==> config.mk <==
export PLATFORM = sky130hd
export DESIGN_NAME = bus_request_ctl
export DESIGN_NICKNAME = d
export VERILOG_FILES = /design/src/rtl/pet_bus_pkg.sv /design/src/rtl/sync2.sv /design/src/rtl/bus_request_ctl.sv
export SDC_FILE = /design/constraint.sdc
export NUM_CORES = 1
export LEC_CHECK = 0
export CAP_MARGIN = 5
export CORE_ASPECT_RATIO = 0.7
export CORE_MARGIN = 3
export CORE_UTILIZATION = 39
export DETAILED_ROUTE_END_ITERATION = 10
export GPL_TIMING_DRIVEN = 1
export PLACE_DENSITY = 0.87
export REMOVE_ABC_BUFFERS = 1
export SLEW_MARGIN = 5
export SYNTH_ARGS = -nofsm -noshare
export SYNTH_HDL_FRONTEND = slang
export SYNTH_SLANG_ARGS = --single-unit
==> constraint.sdc <==
create_clock -name clk -period 1.6 [get_ports clk]
set_input_delay 0.32 -clock clk [delete_from_list [all_inputs] [get_ports clk]]
set_output_delay 0.32 -clock clk [all_outputs]
set_load 0.03 [all_outputs]
==> images/registers.png <==
Other sequential cells in the stronger grey, the rest of the logic in the fainter grey.
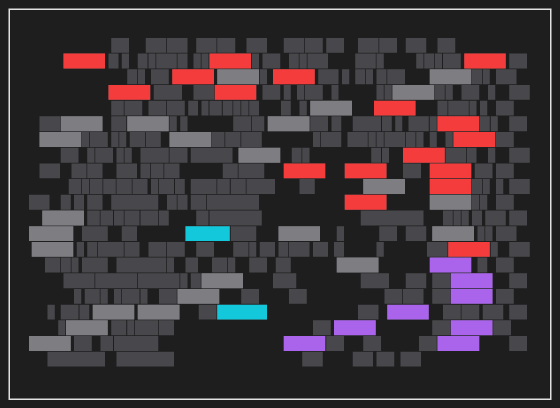
| netlist name | colour | sequential cells |
|---|---|---|
| state_q | cyan | 2 |
| resp_data | purple | 8 |
| bus_addr | red | 17 |
not coloured: 24
Flop area: 1030 sq um
Core Util, Final: 65.6%
Seq area share: 31.5%
Seq group: 1.60 mW

==> images/met1.png <==
Supply wires on this layer in grey.
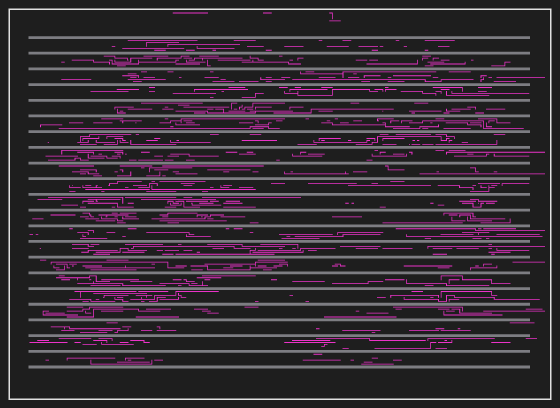
wire length on this layer: 2590 um
share of all routed wire: 45%
nets with wire on the layer: 333
via count of the routed design: 1988
M1 GR Usage: 24.5%
total routed wirelength: 5760 um

==> images/gate_families.png <==
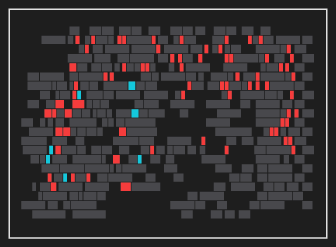
| family | colour | cells |
|---|---|---|
| NAND gates | red | 71 |
| inverters | cyan | 7 |
logic share of the area: 32.8%
Cell Count, Final, Fillers Out: 400
most frequent logic cell in the layout: nand2_1

==> job_summary.md <==
## Implementation flow summary

| Metric | Value |
|---|---|
| Yosys Chip Area | `2100 sq um` |
| Worst setup path class | `reg -> reg` |
| CTS Sinks | `51` |
| Cell type with the largest total area | `dfxtp_1` |
| Layout clock area frac | `3.57%` |
| Max Slew Vio Count | `0` |
| Clkbuf count | `5` |
| Total track usage | `18.3%` |
| Vias in the first global route | `1849` |
| Max Freq | `618 MHz` |
| Fraction of area in non-clock buffers | `28.5%` |
| Max clock buf depth | `2` |
| EDFF count, synth | `0` |
| Fin crit period | `1.62 ns` |
| Most frequent cell after synthesis | `nand2_1` |
| Vias per cell | `4.97` |
| Placed cell count | `390` |
| Share of cells above drive strength 1 | `16.3%` |
| Crit path required time | `1.82 ns` |
| Max cap viols | `0` |
| CTS tree | `built` |
| Hold depth | `2` |
| Setup_tns | `-0.0173 ns` |
| Slew headroom | `66.5%` |
| Worst slew pin tran | `0.499 ns` |
| Worst R2R Path Depth | `7` |
| Static Leakage | `1.39 nW` |
| Worst Path Max Fanout | `3` |
| Max reg flops | `17` |
| ANT nets after route | `0` |
| Slowest library cell on the worst path | `dfxtp_4` |
| Average size of a mapped cell | `8.92 sq um` |
| Mapped Area | `2100 sq um` |
| Sequential area share after synthesis | `48.7%` |
| Non-CTS buffers | `99` |
| GR Overflow Total | `0` |
| Fin. Hold Viols | `0` |
| Die height | `67.3 um` |
| Fill cell count | `420` |
| Worst setup EP type | `register` |
| Met3 Track Usage GR | `4.23%` |
| Violated checks | `negative setup slack` |
| Worst Hold Slack | `0.455 ns` |
| FP Util | `42.2%` |
| Flip-flops | `51` |
| GR Util met2 | `29.9%` |
| Synth Flop Type | `dfxtp_1` |
| Die area | `6300 sq um` |
| CP Cell Sequence | `inv_4 -> buf_4 -> ha_1 -> nand2_2 -> nand3_2 -> or3_1 -> a21oi_1` |
| IO Pins | `78` |
| Layout Nets | `376` |
| Main area contributors | `dfxtp_1 49%, nand2_1 11%, a21oi_1 8.4%` |
| Unrepaired setup endpoints after global routing | `yes` |
| Global-route wire length before repair | `9030 um` |
| Async SR Flop Fraction | `0%` |
| Cell area power density | `1380 nW/um^2` |
| Status | `finished, violations left` |
| Synth cell count leaders | `60 x nand2_1, 51 x dfxtp_1, 35 x a21oi_1` |
| Post-Syn Instances | `235` |
| Inverters | `7` |
| Setup violators final | `1` |
| MI comb cells | `166` |
| Clk_skew | `0.00806 ns` |
| Die Span X | `93.6 um` |
| Reg2reg setup slack | `-0.02 ns` |
| Avg WL per Cell | `14.4 um` |
| Initial antenna violation count | `0` |
| Clk_lat worst skew | `0.30 ns` |
| Tool Warnings | `31` |
| Worst setup margin | `-0.0173 ns` |
| CTS Root Cell | `clkbuf_8` |
| Clock-pin slew on the worst setup and hold paths | `0.10 ns` |
-- kinds of logic after synthesis --
family	synth area share, %
AND-OR/OR-AND	19.6
multiplexers	1.07
flip-flops	48.7
XOR/XNOR	1.67
AND/OR/NAND/NOR	21.1
buffers and inverters	3.64
adder cells (fa/ha/maj)	4.18
-- worst max-delay path: cells and delay by family, from the launching register on --
| family | cells | cell delay [ns] |
|---|---|---|
| flops | 1 | 0.39 |
| buf+inv | 2 | 0.17 |
| fa+ha+maj | 1 | 0.24 |
| simple gates | 3 | 0.54 |
| compound gates | 1 | 0.19 |
-- what timing repair did --
action                     CTS  global route
hold endpoints to repair     0             0
pin swaps                    1            13
setup endpoints to repair   59            24
hold buffers                 0             0
setup buffers                2             0
gates resized               49            14
-- power by group --
| group | switching (mW) | internal, mW |
|---|---|---|
| clock network | 0.440 | 0.474 |
| registers | 0.127 | 1.48 |
| logic | 1.10 | 0.883 |
-- cell usage in the layout, fill, tap and decap left out, types with 2 or more instances in the layout --
cell type	instances
buf_4	18
xnor2_1	4
nor2_1	9
a21oi_2	2
nand2b_1	6
a22o_1	8
nand3_1	2
buf_12	3
ha_4	2
a211oi_1	3
ha_1	5
nand2_1	59
clkbuf_8	5
dlygate4sd2_1	39
a2111oi_4	2
nor2b_1	3
inv_1	5
inv_4	2
dfxtp_1	48
clkdlybuf4s50_1	38
dfxtp_2	2
a2bb2oi_1	2
o21ai_0	3
a21oi_1	35
-- per-layer routing --
metal,routed length [um],up-vias
li1,-,986
met1,2590,940
met2,2780,58
met3,362,4
met4,21,0
met5,0,-
Power and IR drop assume default switching activity.
